File: config.mk
export PLATFORM = sky130hd
export DESIGN_NAME = otp_stream_ctrl
export DESIGN_NICKNAME = d
export VERILOG_FILES = /design/src/rtl/otp_pkg.sv /design/src/rtl/otp_keystream.sv /design/src/rtl/otp_stream_ctrl.sv
export SDC_FILE = /design/constraint.sdc
export NUM_CORES = 1
export LEC_CHECK = 0
export CORE_UTILIZATION = 48
export DETAILED_ROUTE_END_ITERATION = 12
export HOLD_SLACK_MARGIN = 0.05
export MAX_ROUTING_LAYER = met4
export PLACE_DENSITY = 0.79
export SYNTH_ARGS = -nofsm -noshare
export SYNTH_HDL_FRONTEND = slang
export SYNTH_HIERARCHICAL = 1
export SYNTH_SLANG_ARGS = --single-unit
export TNS_END_PERCENT = 30
File: constraint.sdc
create_clock -name clk -period 1.8 [get_ports clk]
set_input_delay 0.36 -clock clk [delete_from_list [all_inputs] [get_ports clk]]
set_output_delay 0.36 -clock clk [all_outputs]
set_load 0.02 [all_outputs]
File: src/rtl/otp_pkg.sv
// Shared definitions for the one-time-pad stream controller and pad datapath.
package otp_pkg;

    // Default key and word widths shared with the OTP datapath.
    localparam int unsigned OtpKeyW  = 2;
    localparam int unsigned OtpWordW = 6;

    // Controller state encoding.
    typedef enum logic [1:0] {
        StNokey = 2'd0,
        StIdle  = 2'd1,
        StRun   = 2'd2
    } otp_state_e;

endpackage

File: src/rtl/otp_keystream.sv
// Expands an N-bit key to an M-bit pad by cyclic replication.
module otp_keystream #(
    parameter int unsigned N = 2,
    parameter int unsigned M = 6
) (
    input  logic [N-1:0] key_cur,
    output logic [M-1:0] ks
);

    // Pad bit i repeats key bit (i mod N).
    for (genvar i = 0; i < M; i++) begin : g_ks
        assign ks[i] = key_cur[i % N];
    end

endmodule

File: src/rtl/otp_stream_ctrl.sv
// Framed valid/ready XOR stream controller with per-word key rotation.
module otp_stream_ctrl
    import otp_pkg::*;
#(
    parameter int unsigned N   = OtpKeyW,
    parameter int unsigned M   = OtpWordW,
    parameter int unsigned ROT = 1,
    parameter int unsigned CW  = 8
) (
    input  logic          clk,
    input  logic          rst,
    input  logic          key_valid,
    input  logic [N-1:0]  key_in,
    output logic          key_ready,
    input  logic          in_valid,
    input  logic [M-1:0]  in_data,
    input  logic          in_last,
    output logic          in_ready,
    output logic          out_valid,
    output logic [M-1:0]  out_data,
    output logic          out_last,
    input  logic          out_ready,
    output logic          busy,
    output logic [CW-1:0] word_count,
    output logic [CW-1:0] frame_len,
    output logic          err_nokey
);

    localparam int unsigned RotAmt = ROT % N;

    otp_state_e    state_q, state_d;
    logic [N-1:0]  key_base_q, key_base_d;
    logic [N-1:0]  key_cur_q, key_cur_d;
    logic          out_valid_q, out_valid_d;
    logic [M-1:0]  out_data_q, out_data_d;
    logic          out_last_q, out_last_d;
    logic [CW-1:0] word_count_q, word_count_d;
    logic [CW-1:0] frame_len_q, frame_len_d;
    logic          err_nokey_q, err_nokey_d;

    logic [M-1:0]  ks;
    logic [N-1:0]  key_rot;
    logic [CW-1:0] cnt_inc;
    logic          key_acc;
    logic          in_acc;

    otp_keystream #(
        .N (N),
        .M (M)
    ) u_keystream (
        .key_cur (key_cur_q),
        .ks      (ks)
    );

    // Handshakes: a key offer outside RUN wins over a pending input word.
    always_comb begin
        key_ready = (state_q != StRun);
        key_acc   = key_valid && key_ready;
        in_ready  = (state_q != StNokey) && !key_acc && (!out_valid_q || out_ready);
        in_acc    = in_valid && in_ready;
        // With RotAmt == 0 the right shift clears everything and the key stays static.
        key_rot   = (key_cur_q << RotAmt) | (key_cur_q >> (N - RotAmt));
        cnt_inc   = (word_count_q == {CW{1'b1}}) ? word_count_q : word_count_q + CW'(1);
    end

    // Next-state for FSM, key registers, counters and output stage.
    always_comb begin
        state_d      = state_q;
        key_base_d   = key_base_q;
        key_cur_d    = key_cur_q;
        out_valid_d  = out_valid_q;
        out_data_d   = out_data_q;
        out_last_d   = out_last_q;
        word_count_d = word_count_q;
        frame_len_d  = frame_len_q;
        err_nokey_d  = err_nokey_q;

        if (key_acc) begin
            key_base_d  = key_in;
            key_cur_d   = key_in;
            err_nokey_d = 1'b0;
            if (state_q == StNokey) begin
                state_d = StIdle;
            end
        end else if (in_valid && (state_q == StNokey)) begin
            err_nokey_d = 1'b1;
        end

        if (in_acc) begin
            out_valid_d = 1'b1;
            out_data_d  = in_data ^ ks;
            out_last_d  = in_last;
            if (in_last) begin
                // Every frame restarts from the base pad.
                key_cur_d    = key_base_q;
                word_count_d = '0;
                frame_len_d  = cnt_inc;
                state_d      = StIdle;
            end else begin
                key_cur_d    = key_rot;
                word_count_d = cnt_inc;
                state_d      = StRun;
            end
        end else if (out_valid_q && out_ready) begin
            out_valid_d = 1'b0;
        end
    end

    // State registers with asynchronous reset.
    always_ff @(posedge clk or posedge rst) begin
        if (rst) begin
            state_q      <= StNokey;
            key_base_q   <= '0;
            key_cur_q    <= '0;
            out_valid_q  <= 1'b0;
            out_data_q   <= '0;
            out_last_q   <= 1'b0;
            word_count_q <= '0;
            frame_len_q  <= '0;
            err_nokey_q  <= 1'b0;
        end else begin
            state_q      <= state_d;
            key_base_q   <= key_base_d;
            key_cur_q    <= key_cur_d;
            out_valid_q  <= out_valid_d;
            out_data_q   <= out_data_d;
            out_last_q   <= out_last_d;
            word_count_q <= word_count_d;
            frame_len_q  <= frame_len_d;
            err_nokey_q  <= err_nokey_d;
        end
    end

    assign out_valid  = out_valid_q;
    assign out_data   = out_data_q;
    assign out_last   = out_last_q;
    assign busy       = (state_q == StRun);
    assign word_count = word_count_q;
    assign frame_len  = frame_len_q;
    assign err_nokey  = err_nokey_q;

endmodule

Figure 1. Gate-type map (run 1).
The bar under the picture is 20 um long.
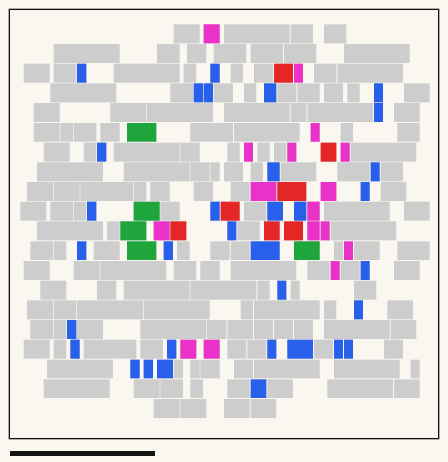
mux cells -> green  # cells 5
and/or cells -> red  # cells 7
nand cells -> blue  # cells 33, where spread over the die
nor cells -> magenta  # cells 16
Post-Layout Cell Count: 256
Commonest Layout Cell: dfrtp_1

Figure 2. Clock distribution (run 1).
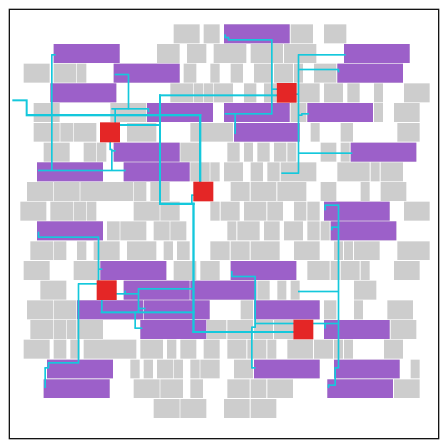
clock wires -> cyan  # length 376 um
flip-flops -> purple  # count 31
clock-net drivers -> red  # count 5
routed clock nets = 6
flops lie = spread over the die

Figure 3. Cell outlines without signal wires (run 1).
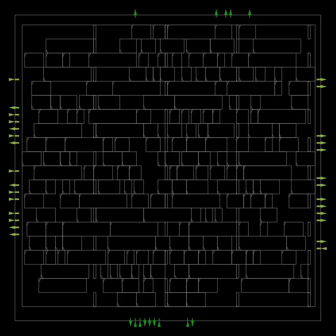
flop share of the area: 35.84%
flip-flops: 31

==> flow_metrics.py, run 1 <==
# Metrics from the implementation run
metrics = {
    "final_timing": {
        "rsz0062_at_grt": "no",
        "fin_crit_sh_pct": 92.70,
        "timing.final.crit_period_ps": 1669,
        "final_max_slew_viol_count": 0,
        "timing.fmax_ghz": 0.5993,
        "tightest_slew_ps": 406.7,
        "max_slew_margin_pct": 72.64,
        "setup_slack_ps": 131.4,
        "fin_worst_skew_ps": 11.63,
        "hold_viol": 0,
        "timing.final.setup_violations": 0,
        "hold_ws_ps": 399.8,
    },
    "cts": {
        "postCtsSetupBuffers": 0,
        "cts_tree": "yes",
        "h-tree-depth": 2,
        "clock-root-buffer": "clkbuf_4",
        "clkLatencyLatePin_ps": 340,
        "clock-sinks": 31,
        "clock_path_buffers": 2,
        "cts.clk_slew.worst_paths_ps": 100,
    },
    "route": {
        "drt_first_pass_iters": 4,
        "drt-vias-per-instance": 5.340,
        "drtIter0Drc": 39,
        "totalWireLength_mm": 3.476,
        "final_antenna_net_count": 0,
        "drc_errors": 0,
        "wl_per_cell_um": 13.58,
    },
    "yosys": {
        "synthMuxAreaShare_pct": 3.365,
        "edf_count": 0,
        "fa_ha_area_share_pct": 0.8013,
        "synth_nets": 173,
        "largest_area_cell": "dfrtp_1",
        "synthSimpleGateAreaFrac_pct": 18.11,
        "top_area_share_pct": 49.68,
        "ys_area_um2": 1561,
        "ys.flop_type": "dfrtp_1",
        "xor_share_pct": 3.926,
        "netlist_area_um2": 1561,
        "ys_cells": 158,
        "async_reset_ff_share_pct": 100.0,
        "synthCells": 158,
        "postSynthAreaPerCell_um2": 9.883,
        "yosysWarnings": 6,
        "synth_flops": 31,
        "synthDistinctLibCells": 42,
    },
    "power": {
        "p_int_w": 0.001692,
        "combPwrFrac_pct": 43.1,
        "p_leak_nw": 1.022,
        "peakVddDrop_mv": 0.7788,
        "netSwitchingFraction_pct": 36.61,
        "power_frac_seq_pct": 39.6,
        "switchingPower_w": 0.0009769,
    },
    "final_layout": {
        "design_area_um2": 2165,
        "fin_nets": 226,
        "final_util_pct": 70.33,
        "mostFrequentLayoutCells": "31 x dfrtp_1, 30 x clkdlybuf4s50_1, 25 x nand2_1, 15 x buf_4, 12 x o21ai_0",
        "drive_above_1_share_pct": 17.45,
        "diodes": 0,
    },
    "critical_path": {
        "cpMaxStageDelayCell": "clkdlybuf4s50_1",
        "cp_slowest_stage_delay_ps": 610,
        "endpoint_kind": "primary output",
        "crit_arrival_ps": 1310,
        "cp.required_ps": 1440,
        "r2r_slack_ps": 180,
        "crit_family": "buffers and inverters",
        "crit_chain": "clkdlybuf4s50_1",
        "cp.buffers_inverters": 1,
        "crit_type": "flip-flop to primary output",
    },
    "die": {
        "initCoreUtil_pct": 50.73,
        "core_region_area_um2": 3078,
        "io_pins": 42,
        "rows": 20,
        "die_y_um": 59.04,
        "die_width_um": 59.04,
        "dieArea_um2": 3485,
    },
    "place": {
        "pre_cts_ws_ps": -253.7,
        "io_buffers": 41,
        "place_congestion": 0.8353,
    },
    "grt": {
        "grt_max_degree": 32,
        "grt_pass1_wl_mm": 5.989,
        "overflow": 0,
        "grtUsageTotal_pct": 24.30,
        "antenna_found_initial": 0,
        "grt_pass1_vias": 1349,
    },
    "status": {
        "status": "finished clean",
    },
    "job": {
        "tool_warnings": 26,
        "drv_cap": 0,
    },
    "worst_hold_path": {
        "min_path_type": "primary input to async pin",
    },
}
[run 1: flip-flops by register name (all words and copies together), names as in the netlist]
register	cells
err_nokey	1
frame_len	8
key_base_q	2
key_cur_q	2
out_data	6
out_last	1
out_valid	1
state_q	2
word_count	8
[run 1: final timing paths]
check	startpoint	to	cells past startpoint
min	rst	frame_len[3]	3
min in group clk	out_data[3]	out_data[3]	2
max	frame_len[5]	frame_len[5]	1
max in group asynchronous	rst	word_count[1]	3
max reg2reg	word_count[0]	frame_len[3]	5
min reg2reg	out_data[3]	out_data[3]	2
[run 1: cell families after synthesis]
kind of cell | Yosys count
xor gates and xnor gates | 7
buffers and inverters | 17
DFF | 31
muxes | 5
AOI/OAI and AO/OA | 41
adders and majority gates | 1
and+or+nand+nor | 56
[run 1: cell type report]
type	count	area, um^2
Inverter	5	18.77
Tap cell	44	55.05
Fill cell	266	913.4
Sequential cell	31	775.7
Timing Repair Buffer	58	553.0
Clock buffer	8	68.82
Multi-Input combinational cell	110	693.2
[run 1: cells in the mapped netlist, drive strengths merged (2+ instances only)]
library cell / number
mux2: 2
o31ai: 4
o221ai: 2
buf: 11
nor2b: 4
nand2: 27
inv: 5
nor2: 8
nand2b: 2
o21ai: 12
nor3: 3
and3: 3
a211oi: 2
mux2i: 3
or3: 2
xnor2: 7
o41ai: 2
a41oi: 2
a21oi: 8
o22a: 2
dfrtp: 31
nand3: 4
[run 1: power groups by stage]
stage	Clock (W)	Combinational (W)	Sequential, W
3_5_place_dp	0	0.00118	0.00107
6_report	0.000462	0.00115	0.00106
3_3_place_gp	0	0.00114	0.00106
5_1_grt	0.000498	0.00125	0.00109
2_1_floorplan	0	0.000457	0.00126
4_1_cts	0.000469	0.00116	0.00106
[run 1: metrics by stage]
stage | setup TNS, ps | instances | total power (W)
after floorplan | 0 | 158 | 0.001714
final | 0 | 256 | 0.002669
after detailed placement | -724.9 | 248 | 0.002248
after global placement | -214.4 | 248 | 0.002198
after global routing | 0 | 256 | 0.002840
after CTS | 0 | 256 | 0.002685
[run 1: routing by layer]
| layer | track usage [%] | routed length (um) |
|---|---|---|
| met4 | 8.503 | 42 |
| met1 | 27.35 | 1467 |
| met2 | 40.75 | 1793 |
| met5 | - | 0 |
| met3 | 7.642 | 173 |
[run 1: what timing repair did]
action / 4_1_cts / 5_1_grt
endpoints found under the setup margin: 8 / 6
resized: 10 / 7
hold buffers: 0 / 0
==> run 2, diff against run 1 <==
CAP_MARGIN = 5   (was default)
CORE_MARGIN = 1   (was default)
==> flow_metrics.py, run 2 <==
# Metrics from the implementation run
metrics = {
    "status": {
        "status": "finished clean",
    },
    "die": {
        "io_pins": 42,
        "die_y_um": 59.04,
        "rows": 20,
        "dieArea_um2": 3485,
        "core_region_area_um2": 3078,
        "initCoreUtil_pct": 50.73,
    },
    "yosys": {
        "synthTopCellsByCount": "31 x dfrtp_1, 25 x nand2_1, 12 x o21ai_0",
        "postSynthAreaPerCell_um2": 9.883,
        "synth_nets": 173,
        "synth_flops": 31,
        "ys_cells": 158,
        "async_reset_ff_share_pct": 100.0,
        "synthCells": 158,
        "yosysMostFrequentCell": "dfrtp_1",
        "ys_area_um2": 1561,
        "edf_count": 0,
        "netlist_area_um2": 1561,
    },
    "cts": {
        "h-tree-depth": 2,
        "clkLatencyLatePin_ps": 340,
        "clock_path_buffers": 2,
        "postCtsSetupBuffers": 0,
        "clock-sinks": 31,
        "cts_tree": "yes",
    },
    "final_timing": {
        "max_slew_margin_pct": 72.64,
        "final_max_slew_viol_count": 0,
        "fin_worst_skew_ps": 11.63,
        "timing.fmax_ghz": 0.5993,
        "rsz0062_at_grt": "no",
        "fin_crit_sh_pct": 92.70,
        "tightest_slew_ps": 406.7,
    },
    "route": {
        "drtIter0Drc": 39,
        "final_antenna_net_count": 0,
        "totalWireLength_mm": 3.476,
        "drt-vias-per-instance": 5.340,
        "drc_errors": 0,
    },
    "power": {
        "p_leak_nw": 1.022,
        "switchingPower_w": 0.0009769,
        "netSwitchingFraction_pct": 36.61,
        "peakVddDrop_mv": 0.7788,
        "power_frac_seq_pct": 39.6,
        "p_int_w": 0.001692,
    },
    "critical_path": {
        "r2r_end": "frame_len[3]",
        "reg2reg_depth": 5,
        "cp.buffers_inverters": 1,
        "cpMaxStageDelayCell": "clkdlybuf4s50_1",
        "cp_slowest_stage_delay_ps": 610,
        "crit_type": "flip-flop to primary output",
        "crit_chain": "clkdlybuf4s50_1",
        "r2r_slack_ps": 180,
        "r2r_start": "word_count[0]",
    },
    "final_layout": {
        "nFillCells": 266,
        "final_common_cell": "dfrtp_1",
        "final_util_pct": 70.33,
        "drive_above_1_share_pct": 17.45,
        "fin_nets": 226,
    },
    "grt": {
        "grt_pass1_wl_mm": 5.989,
        "overflow": 0,
        "grt_pass1_vias": 1349,
        "grt_max_degree": 32,
    },
    "worst_hold_path": {
        "min_path_type": "primary input to async pin",
    },
    "place": {
        "io_buffers": 41,
    },
    "job": {
        "tool_warnings": 26,
    },
}
[run 2: cell counts after synthesis]
Identical to the previous run, type by type.
[run 2: cell families (layout without fill, tap and decap cells)]
logic type / after synthesis / count (layout) / synth area share, %
AND-OR/OR-AND: 41 / 41 / 17.71
XOR/XNOR: 7 / 7 / 3.926
adder cells (fa/ha/maj): 1 / 1 / 0.8012
buffers and inverters: 17 / 71 / 6.410
flip-flops: 31 / 31 / 49.68
multiplexers: 5 / 5 / 3.365
AND/OR/NAND/NOR: 56 / 56 / 18.11
[run 2: layer usage]
layer / vias up / GRT usage (%) / part of all wire [%]
met5: - / - / 0
met1: 658 / 27.35 / 42
met4: 0 / 8.503 / 1.2
met3: 8 / 7.642 / 5.0
li1: 662 / - / -
met2: 39 / 40.75 / 52
[run 2: per-stage QoR]
step           power [W]  hold WS, ps  std cells  TNS [ps]  setup slack [ps]
6_report        0.002669        399.8        256         0             131.4
5_1_grt         0.002840        441.0        256         0             55.70
4_1_cts         0.002685        411.2        256         0             5.883
3_5_place_dp    0.002248        470.0        248    -724.9            -253.7
3_3_place_gp    0.002198        460.4        248    -214.4            -214.4
2_1_floorplan   0.001714        447.4        158         0             64.45
[run 2: worst max path at each step]
| stage | slack [ps] | end | cells past startpoint | startpoint |
|---|---|---|---|---|
| after floorplan | 60 | frame_len[3] | 5 | word_count[0] |
| final | 130 | frame_len[5] | 1 | frame_len[5] |
| after CTS | 6 | word_count[4] | 1 | word_count[4] |
| after global placement | -210 | in_ready | 4 | key_valid |
| after global routing | 60 | in_ready | 4 | state_q[0] |
| after detailed placement | -250 | in_ready | 4 | key_valid |
[run 2: cell type report]
| type | instances | area [um^2] | share of cell area [%] |
|---|---|---|---|
| Timing Repair Buffer | 58 | 553.0 | 25.55 |
| Clock buffer | 8 | 68.82 | 3.179 |
| Tap cell | 44 | 55.05 | 2.543 |
| Sequential cell | 31 | 775.7 | 35.84 |
| Multi-Input combinational cell | 110 | 693.2 | 32.02 |
| Inverter | 5 | 18.77 | 0.8671 |
[run 2: power by group through the flow]
stage / Sequential (W) / Clock (W) / Combinational [W]
6_report: 0.00106 / 0.000462 / 0.00115
5_1_grt: 0.00109 / 0.000498 / 0.00125
4_1_cts: 0.00106 / 0.000469 / 0.00116
3_5_place_dp: 0.00107 / 0 / 0.00118
3_3_place_gp: 0.00106 / 0 / 0.00114
2_1_floorplan: 0.00126 / 0 / 0.000457
[run 2: what timing repair did]
| item | 4_1_cts | 5_1_grt |
|---|---|---|
| resized | 10 | 7 |
| pin swaps | 0 | 0 |
| endpoints found under the setup margin | 8 | 6 |
| hold endpoints to repair | 0 | 0 |
Figure 4. Gate-type map (run 2).
The bar under the picture is 20 um long.
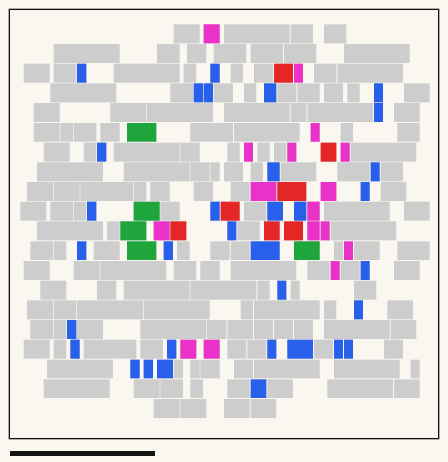
mux cells -> green  # cells 5
nor cells -> magenta  # cells 16
nand cells -> blue  # cells 33, where spread over the die
and/or cells -> red  # cells 7
combinational share of cell area: 32.02%

Figure 5. Wire density map (run 2).
The die is cut into 12 by 12 equal tiles; black is low, pale yellow is high, scaled to the fullest tile. Values are wire area over tile area, all layers added.
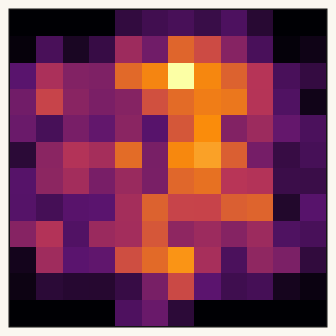
densest ninth of the die = middle
tiles over half the peak = 21%
nearly empty tiles = 12%
wire per inst: 13.58 um
Total GRT Usage: 24.30%

Power and IR drop assume default switching activity.
